### config.mk
export PLATFORM = sky130hd
export DESIGN_NAME = hc4x_core_flat
export DESIGN_NICKNAME = d
export VERILOG_FILES = /design/src/rtl/hc4x_pkg.sv /design/src/rtl/hc4x_if.sv /design/src/rtl/hc4x_alu.sv /design/src/rtl/hc4x_core.sv /design/src/flat_wrapper.sv
export SDC_FILE = /design/constraint.sdc
export NUM_CORES = 1
export LEC_CHECK = 0
export CAP_MARGIN = 5
export CORE_MARGIN = 5
export CORE_UTILIZATION = 45
export DETAILED_ROUTE_END_ITERATION = 6
export GPL_ROUTABILITY_DRIVEN = 1
export PLACE_DENSITY = 0.72
export SYNTH_ARGS = -nofsm -noshare
export SYNTH_HDL_FRONTEND = slang
export SYNTH_SLANG_ARGS = --single-unit
### constraint.sdc
create_clock -name clk -period 2.2 [get_ports clk]
set_input_delay 0.44 -clock clk [delete_from_list [all_inputs] [get_ports clk]]
set_output_delay 0.44 -clock clk [all_outputs]
set_load 0.02 [all_outputs]
### src/rtl/hc4x_pkg.sv
// Shared definitions for the hc4x stack core: FSM encoding, opcode fields,
// ALU selects and jump-condition codes.
package hc4x_pkg;

    typedef enum logic [1:0] {
        ST_FETCH = 2'd0,
        ST_EXEC  = 2'd1,
        ST_MEM   = 2'd2
    } state_t;

    // ir[7:5] major opcodes (0xx is store, 11x is jump)
    localparam logic [2:0] OP_LDM = 3'b100;
    localparam logic [2:0] OP_LDI = 3'b101;

    // ir[6:4] store data select
    localparam logic [2:0] ALU_C   = 3'd0;
    localparam logic [2:0] ALU_ADD = 3'd1;
    localparam logic [2:0] ALU_SUB = 3'd2;
    localparam logic [2:0] ALU_AND = 3'd3;
    localparam logic [2:0] ALU_OR  = 3'd4;
    localparam logic [2:0] ALU_XOR = 3'd5;
    localparam logic [2:0] ALU_NOT = 3'd6;
    localparam logic [2:0] ALU_A   = 3'd7;

    // ir[2:0] jump conditions (anything else is a NOP)
    localparam logic [2:0] JC_JP  = 3'd0;
    localparam logic [2:0] JC_NOP = 3'd1;
    localparam logic [2:0] JC_C   = 3'd2;
    localparam logic [2:0] JC_NC  = 3'd3;
    localparam logic [2:0] JC_Z   = 3'd4;
    localparam logic [2:0] JC_NZ  = 3'd5;

    function automatic logic jump_taken(input logic [2:0] cc, input logic carry, input logic zero);
        case (cc)
            JC_JP:   return 1'b1;
            JC_C:    return carry;
            JC_NC:   return !carry;
            JC_Z:    return zero;
            JC_NZ:   return !zero;
            default: return 1'b0;
        endcase
    endfunction

endpackage

### src/rtl/hc4x_if.sv
// Instruction and data memory bus of the hc4x core.
interface hc4x_if #(
    parameter int DATA_W = 4
);
    localparam int PC_W   = 3*DATA_W;
    localparam int ADDR_W = 2*DATA_W;

    logic [PC_W-1:0]   imem_addr;
    logic              imem_req;
    logic [7:0]        imem_data;
    logic              imem_valid;
    logic [ADDR_W-1:0] dmem_addr;
    logic [DATA_W-1:0] dmem_wdata;
    logic [DATA_W-1:0] dmem_rdata;
    logic              dmem_rd;
    logic              dmem_wr;
    logic              dmem_ready;

    modport master (
        output imem_addr, imem_req, dmem_addr, dmem_wdata, dmem_rd, dmem_wr,
        input  imem_data, imem_valid, dmem_rdata, dmem_ready
    );

    modport slave (
        input  imem_addr, imem_req, dmem_addr, dmem_wdata, dmem_rd, dmem_wr,
        output imem_data, imem_valid, dmem_rdata, dmem_ready
    );
endinterface

### src/rtl/hc4x_alu.sv
// Store-data ALU: purely combinational, carry only meaningful for ADD/SUB.
module hc4x_alu
    import hc4x_pkg::*;
#(
    parameter int DATA_W = 4
) (
    input  logic [2:0]        sel_i,
    input  logic [DATA_W-1:0] a_i,
    input  logic [DATA_W-1:0] b_i,
    input  logic [DATA_W-1:0] c_i,
    output logic [DATA_W-1:0] res_o,
    output logic              carry_o
);
    logic [DATA_W:0] sum;

    // Select the store word; SUB carry means "no borrow" (A >= B)
    always_comb begin
        sum     = {1'b0, a_i} + {1'b0, b_i};
        res_o   = '0;
        carry_o = 1'b0;
        case (sel_i)
            ALU_C:   res_o = c_i;
            ALU_ADD: begin
                res_o   = sum[DATA_W-1:0];
                carry_o = sum[DATA_W];
            end
            ALU_SUB: begin
                res_o   = a_i - b_i;
                carry_o = (a_i >= b_i);
            end
            ALU_AND: res_o = a_i & b_i;
            ALU_OR:  res_o = a_i | b_i;
            ALU_XOR: res_o = a_i ^ b_i;
            ALU_NOT: res_o = ~a_i;
            default: res_o = a_i;
        endcase
    end
endmodule

### src/rtl/hc4x_core.sv
// hc4x stack core: FETCH/EXEC/MEM sequencer, operand stack, flags and pc.
module hc4x_core
    import hc4x_pkg::*;
#(
    parameter int DATA_W      = 4,
    parameter int STACK_DEPTH = 3
) (
    input  logic                          clk,
    input  logic                          nReset,
    input  logic                          halt,
    hc4x_if.master                        bus,
    output logic [STACK_DEPTH*DATA_W-1:0] stack_out,
    output logic [3*DATA_W-1:0]           pc_out,
    output logic [1:0]                    flags_out,
    output logic [1:0]                    state_out
);
    localparam int PC_W   = 3*DATA_W;
    localparam int ADDR_W = 2*DATA_W;

    state_t                                state_q;
    logic [PC_W-1:0]                       pc_q;
    logic [7:0]                            ir_q;
    logic [STACK_DEPTH-1:0][DATA_W-1:0]    stk_q;
    logic                                  carry_q;
    logic                                  zero_q;
    logic                                  rd_q;
    logic                                  wr_q;
    logic [ADDR_W-1:0]                     daddr_q;
    logic [DATA_W-1:0]                     wdata_q;

    logic [DATA_W-1:0] stk_a, stk_b, stk_c;
    logic [DATA_W-1:0] alu_res;
    logic              alu_carry;
    logic [ADDR_W-1:0] addr_d;
    logic [PC_W-1:0]   pc_inc;
    logic              fetch_req;

    assign stk_a = stk_q[0];
    assign stk_b = stk_q[1];
    assign stk_c = stk_q[2];

    // Stack is untouched while in MEM, so the ALU output stays valid there too
    hc4x_alu #(.DATA_W(DATA_W)) u_alu (
        .sel_i   (ir_q[6:4]),
        .a_i     (stk_a),
        .b_i     (stk_b),
        .c_i     (stk_c),
        .res_o   (alu_res),
        .carry_o (alu_carry)
    );

    // ir[6:4]==000 addresses through {B,A}, everything else uses the short form
    assign addr_d    = (ir_q[6:4] == 3'b000) ? {stk_b, stk_a} : {{(ADDR_W-4){1'b0}}, ir_q[3:0]};
    assign pc_inc    = pc_q + PC_W'(1);
    // Request is gated by reset so no strobe is visible while nReset is low
    assign fetch_req = (state_q == ST_FETCH) && !halt && nReset;

    // Sequencer and all architectural state; reset aborts any access at once
    always_ff @(posedge clk or negedge nReset) begin
        if (!nReset) begin
            state_q <= ST_FETCH;
            pc_q    <= '0;
            ir_q    <= '0;
            stk_q   <= '0;
            carry_q <= 1'b0;
            zero_q  <= 1'b0;
            rd_q    <= 1'b0;
            wr_q    <= 1'b0;
            daddr_q <= '0;
            wdata_q <= '0;
        end else begin
            case (state_q)
                ST_FETCH: begin
                    if (fetch_req && bus.imem_valid) begin
                        ir_q    <= bus.imem_data;
                        state_q <= ST_EXEC;
                    end
                end
                ST_EXEC: begin
                    if (!ir_q[7]) begin
                        daddr_q <= addr_d;
                        wdata_q <= alu_res;
                        wr_q    <= 1'b1;
                        state_q <= ST_MEM;
                    end else if (ir_q[7:5] == OP_LDM) begin
                        daddr_q <= addr_d;
                        rd_q    <= 1'b1;
                        state_q <= ST_MEM;
                    end else if (ir_q[7:5] == OP_LDI) begin
                        stk_q   <= {stk_q[STACK_DEPTH-2:0], {(DATA_W-4){1'b0}}, ir_q[3:0]};
                        pc_q    <= pc_inc;
                        state_q <= ST_FETCH;
                    end else begin
                        pc_q    <= jump_taken(ir_q[2:0], carry_q, zero_q) ? {stk_c, stk_b, stk_a} : pc_inc;
                        state_q <= ST_FETCH;
                    end
                end
                ST_MEM: begin
                    if (bus.dmem_ready) begin
                        if (wr_q) begin
                            zero_q <= (wdata_q == '0);
                            if (ir_q[6:4] == ALU_ADD || ir_q[6:4] == ALU_SUB)
                                carry_q <= alu_carry;
                        end else begin
                            stk_q <= {stk_q[STACK_DEPTH-2:0], bus.dmem_rdata};
                        end
                        rd_q    <= 1'b0;
                        wr_q    <= 1'b0;
                        pc_q    <= pc_inc;
                        state_q <= ST_FETCH;
                    end
                end
                default: state_q <= ST_FETCH;
            endcase
        end
    end

    assign bus.imem_addr  = pc_q;
    assign bus.imem_req   = fetch_req;
    assign bus.dmem_addr  = daddr_q;
    assign bus.dmem_wdata = wdata_q;
    assign bus.dmem_rd    = rd_q;
    assign bus.dmem_wr    = wr_q;

    assign stack_out = stk_q;
    assign pc_out    = pc_q;
    assign flags_out = {carry_q, zero_q};
    assign state_out = state_q;
endmodule

### src/flat_wrapper.sv
// flat-port wrapper written by rule: the top's interface ports become plain ports
module hc4x_core_flat import hc4x_pkg::*;
#(
    parameter int DATA_W      = 4,
    parameter int STACK_DEPTH = 3
)
  (clk, nReset, halt, stack_out, pc_out, flags_out, state_out, bus_imem_addr, bus_imem_req, bus_dmem_addr, bus_dmem_wdata, bus_dmem_rd, bus_dmem_wr, bus_imem_data, bus_imem_valid, bus_dmem_rdata, bus_dmem_ready);
  hc4x_if #(.DATA_W(DATA_W)) bus_i ();
  input  logic clk;
  input  logic nReset;
  input  logic halt;
  output logic [STACK_DEPTH*DATA_W-1:0] stack_out;
  output logic [3*DATA_W-1:0] pc_out;
  output logic [1:0] flags_out;
  output logic [1:0] state_out;
  output wire logic [$bits(bus_i.imem_addr)-1:0] bus_imem_addr;
  output wire logic [$bits(bus_i.imem_req)-1:0] bus_imem_req;
  output wire logic [$bits(bus_i.dmem_addr)-1:0] bus_dmem_addr;
  output wire logic [$bits(bus_i.dmem_wdata)-1:0] bus_dmem_wdata;
  output wire logic [$bits(bus_i.dmem_rd)-1:0] bus_dmem_rd;
  output wire logic [$bits(bus_i.dmem_wr)-1:0] bus_dmem_wr;
  input wire logic [$bits(bus_i.imem_data)-1:0] bus_imem_data;
  input wire logic [$bits(bus_i.imem_valid)-1:0] bus_imem_valid;
  input wire logic [$bits(bus_i.dmem_rdata)-1:0] bus_dmem_rdata;
  input wire logic [$bits(bus_i.dmem_ready)-1:0] bus_dmem_ready;
  assign bus_imem_addr = bus_i.imem_addr;
  assign bus_imem_req = bus_i.imem_req;
  assign bus_dmem_addr = bus_i.dmem_addr;
  assign bus_dmem_wdata = bus_i.dmem_wdata;
  assign bus_dmem_rd = bus_i.dmem_rd;
  assign bus_dmem_wr = bus_i.dmem_wr;
  assign bus_i.imem_data = bus_imem_data;
  assign bus_i.imem_valid = bus_imem_valid;
  assign bus_i.dmem_rdata = bus_dmem_rdata;
  assign bus_i.dmem_ready = bus_dmem_ready;
  hc4x_core #(.DATA_W(DATA_W), .STACK_DEPTH(STACK_DEPTH)) u_core (.clk(clk), .nReset(nReset), .halt(halt), .bus(bus_i), .stack_out(stack_out), .pc_out(pc_out), .flags_out(flags_out), .state_out(state_out));
endmodule
==> run summary <==
Clock Tree Root -> clkbuf_8
Clk pwr share -> 10.4%
DRC -> 0
Power Sequential -> 1.61 mW
yosys aoi share -> 19.02%
pre-CTS WS -> -0.04672 ns
Iter 0 DRT Violations -> 157
Num Clock Sinks -> 50
max-slew violation count -> 0
reg2reg setup slack -> 0.09 ns
drt pass-1 iters -> 4
top cell type by instance count after synthesis -> nand2_1
Slew HR -> 38.97%
Synth Seq Share -> 39.54%
hold slack -> 0.3149 ns
final design area excluding fillers -> 0.004058 mm²
Logic power comb -> 3.25 mW
Clock Skews -> 0.009615 ns
met1 WL -> 3729 µm
Top Metal Used -> met4
Critical R2R Capture -> u_core.bus.dmem_wdata[1]
Psw -> 2.415 mW
setup TNS -> 0 ns
fin nets -> 451
IO Pins -> 72
most numerous logic cells after layout -> 69 x clkdlybuf4s50_1, 61 x nand2_1, 49 x dfrtp_1
Placed Cells -> 506
Worst Path Arrival -> 2.31 ns
CP endpoint kind -> flop
post-synthesis cell count -> 354
Setup WS post-layout -> 0.09090 ns
Final period util -> 95.87%
status -> complete, no violations
Max-area cell share -> 39.54%
yosys stat area -> 0.003164 mm²
Largest register FFs -> 12
Synth Area per Inst -> 8.939 µm²
DP HPWL -> 6250 µm
endpoints failing setup -> 0
clock-pin slew on the worst setup and hold paths -> 0.10 ns
non-filler cells, final -> 516
hold buffers post-CTS -> 0
most frequent logic cell in the layout -> clkdlybuf4s50_1
n_diodes -> 0
largest family of logic cells by area -> AND-OR/OR-AND gates
placed cell areas -> 0.003949 mm²
Simple-Gate Fraction of Synth Area -> 18.62%
worst max-delay path: stages, from the launching register on:
cell	delay, ns
dfrtp_1	0.40
buf_4	0.13
ha_1	0.19
inv_1	0.07
fa_1	0.47
inv_1	0.04
mux4_2	0.45
o211ai_1	0.17
nand2_1	0.08
area by class of cell:
cell class                      count  area [µm²]  share of cell area (%)
Inverter                           21       78.83                   1.943
Clock inverter                      3       21.27                  0.5242
Tap cell                           96       120.1                   2.960
Clock buffer                        5       68.82                   1.696
Timing Repair Buffer               93       894.6                   22.05
Multi-Input combinational cell    248        1622                   39.96
Sequential cell                    50        1252                   30.87
timing repair:
action                     4_1_cts  5_1_grt
setup endpoints to repair        1        4
resized                          1        3
gates cloned                     0        0
pin swaps                        0        1
setup buffers                    0        2
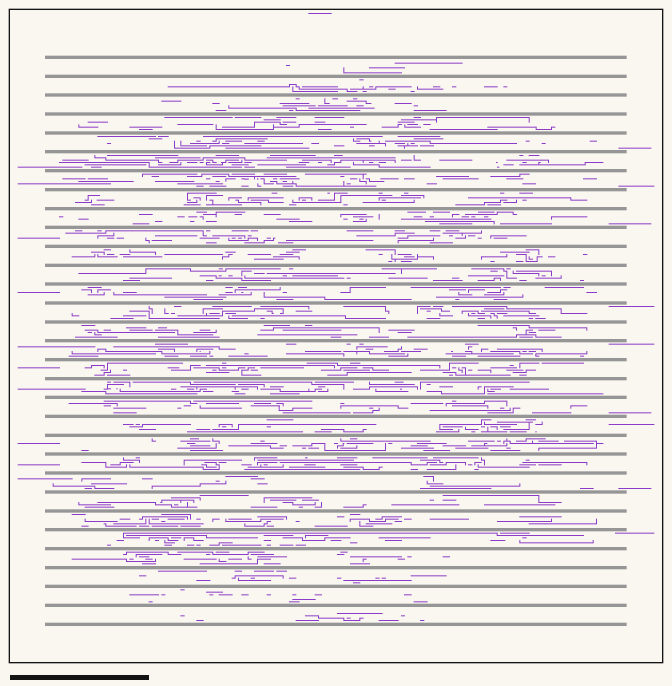
met1.png
Scale bar: 20 µm. Supply wires on this layer in grey.
The layer carries 3730 µm of wire. The layer holds 44% of the routed length. 385 nets have wire on it.
GRT met1 Usage: 25.30%
Vias: 2810
Routed WL: 8395 µm

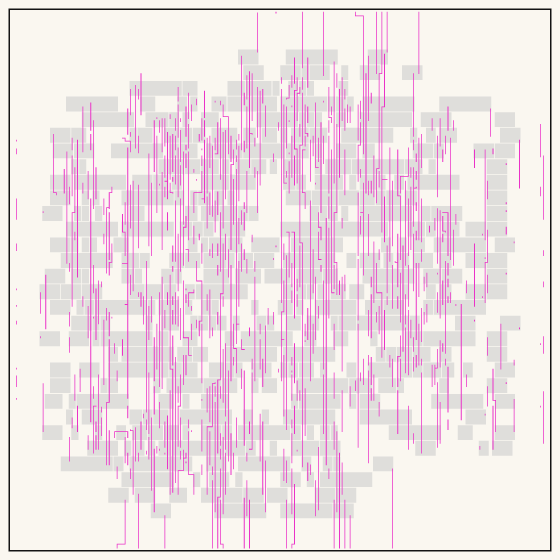
met2.png
Cells faint in the background.
The longest straight run is 43.5 µm. 371 nets have wire on it. The wires run mostly vertical.
routing usage on met2: 32.64%

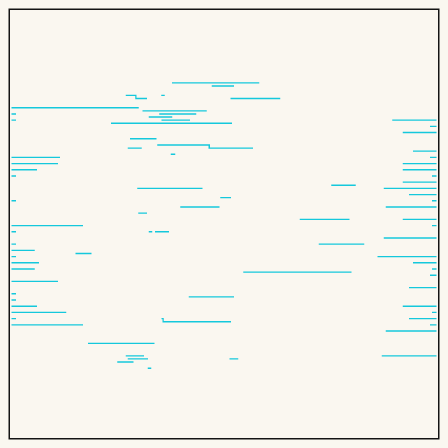
met3.png
74 nets have wire on it. The layer holds 6.6% of the routed length.

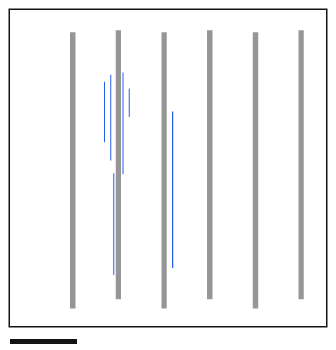
met4.png
Scale bar: 20 µm. Supply wires on this layer in grey.
The longest straight run is 46.2 µm. The wires run mostly vertical. The layer carries 157 µm of wire. 6 nets have wire on it.

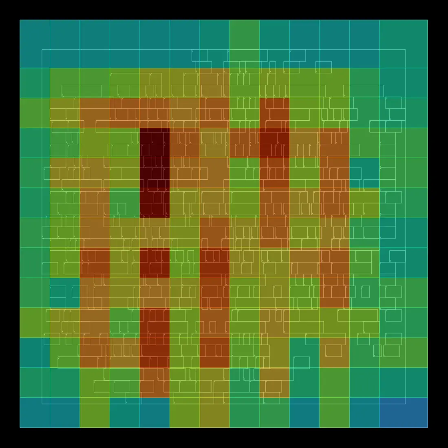
final_congestion.png
GRT Resource Usage Total: 19.59%
grt peak-use layer: met2
wire per inst: 16.27 µm

Power is estimated from default activity; no workload was simulated.
